==> config.mk <==
export PLATFORM = sky130hd
export DESIGN_NAME = elevator_floor_scheduler
export DESIGN_NICKNAME = d
export VERILOG_FILES = /design/src/rtl/elevator_floor_scheduler.sv
export SDC_FILE = /design/constraint.sdc
export NUM_CORES = 1
export LEC_CHECK = 0
export CAP_MARGIN = 15
export CORE_MARGIN = 5
export CORE_UTILIZATION = 51
export CTS_CLUSTER_DIAMETER = 40
export DETAILED_ROUTE_END_ITERATION = 7
export PLACE_DENSITY = 0.75
export SYNTH_ARGS = -nofsm -noshare
export SYNTH_HDL_FRONTEND = slang
export SYNTH_SLANG_ARGS = --single-unit
export TNS_END_PERCENT = 10
==> constraint.sdc <==
create_clock -name clock -period 2.7 [get_ports clock]
set_clock_uncertainty 0.1 [all_clocks]
set_input_delay 0.54 -clock clock [delete_from_list [all_inputs] [get_ports clock]]
set_output_delay 0.54 -clock clock [all_outputs]
set_load 0.05 [all_outputs]
Figure 1. Metal 1 (run 1).
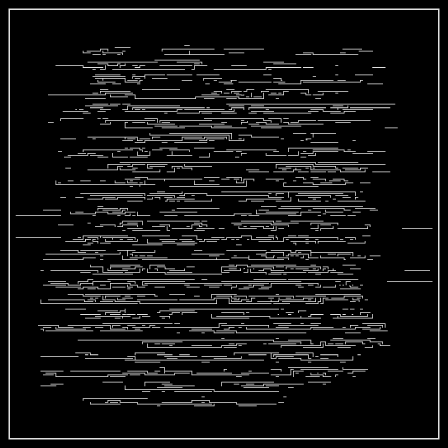
wire length on this layer	3430 um
share of all routed wire	42%
main direction	horizontal
nets with wire on the layer	361
Post-Route WL: 8.08 mm
met1 usage: 0.374
via count: 2756

Figure 2. Signal wires on met2 (run 1).
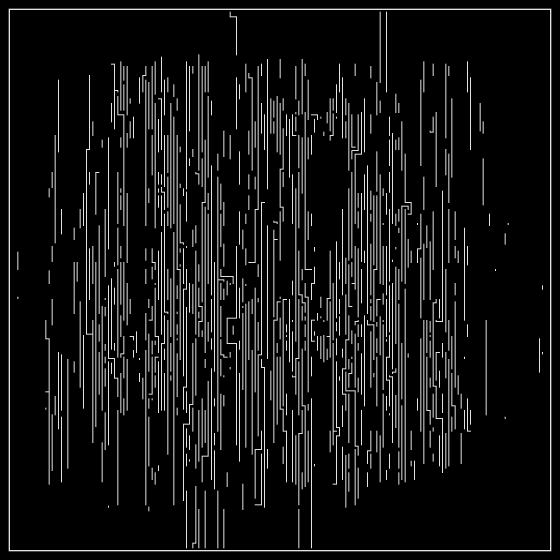
wire length on this layer	3640 um
nets with wire on the layer	331
share of all routed wire	45%
met2 usage: 0.424

Figure 3. M3 wires (run 1).
Bar = 20 um.
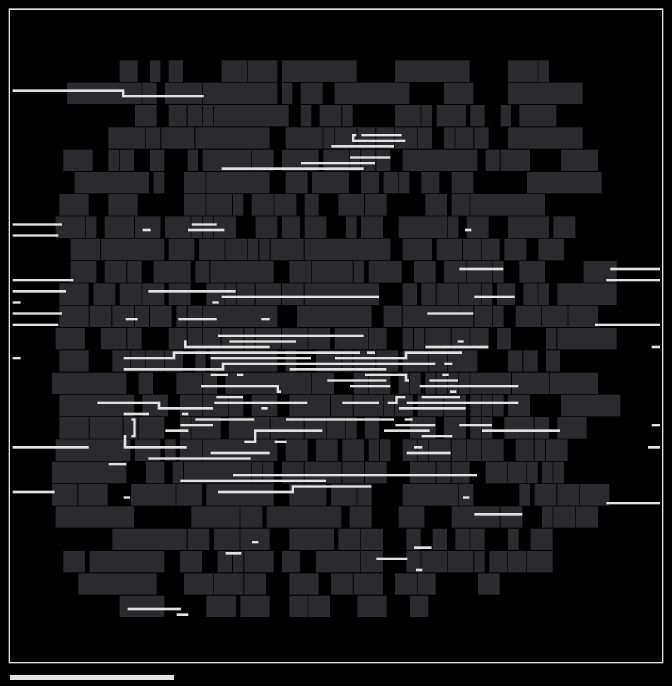
longest straight run	29.4 um
main direction	horizontal
routing usage on met3: 0.0429

Figure 4. Met4 routing (run 1).
Bar = 20 um.
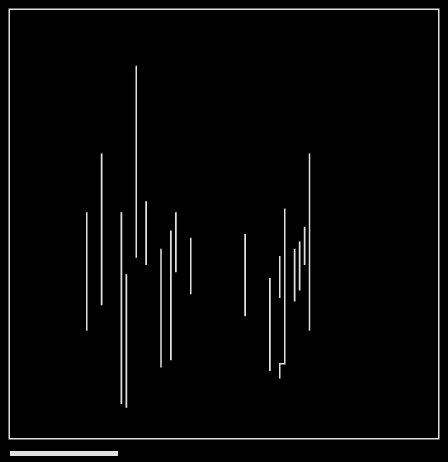
longest straight run	35.4 um
share of all routed wire	4.4%
main direction	vertical
wire length on this layer	353 um
nets with wire on the layer	16

==> flow_summary_export.csv <==
group,metric,value,unit
outcome,outcome,"finished with violations",
outcome,violations,"setup timing",
final_timing,setup_viol,8,
job,warning_count,34,
route,routedWlPerCell,18.3,um
place,dp_cells,435,
worst_hold_path,whs_path_depth,1,
worst_hold_path,hold_class,"flop to flop",
pwr,p_leak,1.55,nW
global_routing,first_global_vias,2670,
floorplan,rows,25,
route,firstDrtPassIters,5,
final_layout,largest_reg_flops,10,
final_timing,timing.hold.ws,0.406,ns
synthesis,syn_area,0.00247,mm2
place,portBuffers,28,
synthesis,ys.flops,27,
synthesis,asyncSetResetFlopFracSynth,1.00,
clock_network,ctsHoldBuffers,0,
global_routing,grt_max_degree,26,
pwr,max-vdd-ir-drop,0.000533,V
synthesis,top_area_frac,0.274,
job,maxCapViolations,0,
setup_path,required,2.06,ns
synthesis,top_cell,"nand2_1",
clock_network,clkLatencyLatePin,0.28,ns
synthesis,postSynthAreaPerCell,8.36,um2
route,drc_errors,0,
final_layout,post-route-util,0.730,
floorplan,die_area,0.00633,mm2
final_timing,period_used_share,1.08,
global_routing,grtUsageTotal,0.274,
floorplan,initCoreUtil,0.522,
clock_network,clk_pin_slew,0.10,ns
final_timing,setup_slack,-0.218,ns
final_timing,clock.fmax,343,MHz
synthesis,yosysUniqueCellTypes,73,
final_layout,final_nets,392,
final_layout,fin_cells,441,
floorplan,die_w,79.5,um
-- run 1: cells in the final DEF (no fill, tap or decap), types with 6 or more instances in the layout --
master / count
nor2b_1: 8
o21ai_1: 7
a21oi_1: 16
o21ai_0: 12
inv_1: 14
a31oi_1: 10
buf_4: 63
nand3_1: 7
clkdlybuf4s50_1: 23
nor2_1: 24
a221oi_1: 6
nand2_1: 29
ha_1: 7
dfrtp_1: 23
-- run 1: routing by layer --
| layer | vias up | share of wire | GRT usage |
|---|---|---|---|
| met5 | - | 0 | 0 |
| met1 | 1276 | 0.42 | 0.374 |
| met2 | 166 | 0.45 | 0.424 |
| li1 | 1274 | - | - |
| met3 | 40 | 0.082 | 0.0429 |
| met4 | 0 | 0.044 | 0.127 |
-- run 1: what timing repair did --
action | in CTS | in global routing
resized | 14 | 9
endpoints found under the hold margin | 0 | 0
gates cloned | 0 | 0
endpoints found under the setup margin | 10 | 27
pin swaps | 4 | 4
buffers inserted | 2 | 0
-- run 1: report_power, final --
part | total (W) | switching [W] | leakage [nW] | internal (W)
Clock | 0.000238 | 0.000134 | 0.0217 | 0.000105
Combinational | 0.00212 | 0.00118 | 1.22 | 0.000941
Sequential | 0.000694 | 0.000174 | 0.318 | 0.000520
-- run 1: cell families after synthesis --
group	synth area share
DFF	0.274
muxes	0.0452
AOI/OAI and AO/OA	0.289
and+or+nand+nor	0.239
buffers and inverters	0.0639
xor gates and xnor gates	0.0381
adders and majority gates	0.0507
-- run 1: cell type report --
| type | count | area, um2 |
|---|---|---|
| fill | 357 | 1270 |
| clock buffer | 3 | 41.3 |
| clock inverter | 1 | 7.51 |
| inverter | 16 | 65.1 |
| multi-input combinational | 236 | 1780 |
| sequential | 27 | 686 |
| timing repair buffer | 91 | 787 |
| tap | 67 | 83.8 |
-- run 1: per-stage QoR --
| stage | TNS, ns | setup WS (ns) | power, W | area [um2] |
|---|---|---|---|---|
| floorplan | -0.280 | -0.154 | 0.00192 | 2530 |
| global placement | -0.0208 | -0.0208 | 0.00260 | 3270 |
| detailed placement | -0.204 | -0.0998 | 0.00264 | 3270 |
| CTS | -0.564 | -0.203 | 0.00293 | 3390 |
| global route | -2.58 | -0.382 | 0.00325 | 3450 |
| finish | -0.751 | -0.218 | 0.00305 | 3450 |
-- run 1: critical path: stages, from the launching register on --
cell and delay (ns):
dfrtp_4 0.52, ha_2 0.22, nor3_4 0.18, inv_1 0.09
a22oi_1 0.19, o22ai_1 0.09, a222oi_1 0.33, a211oi_2 0.09
a21oi_4 0.15, buf_12 0.15
No activity file was given, so power comes from the tool's default toggle rates.
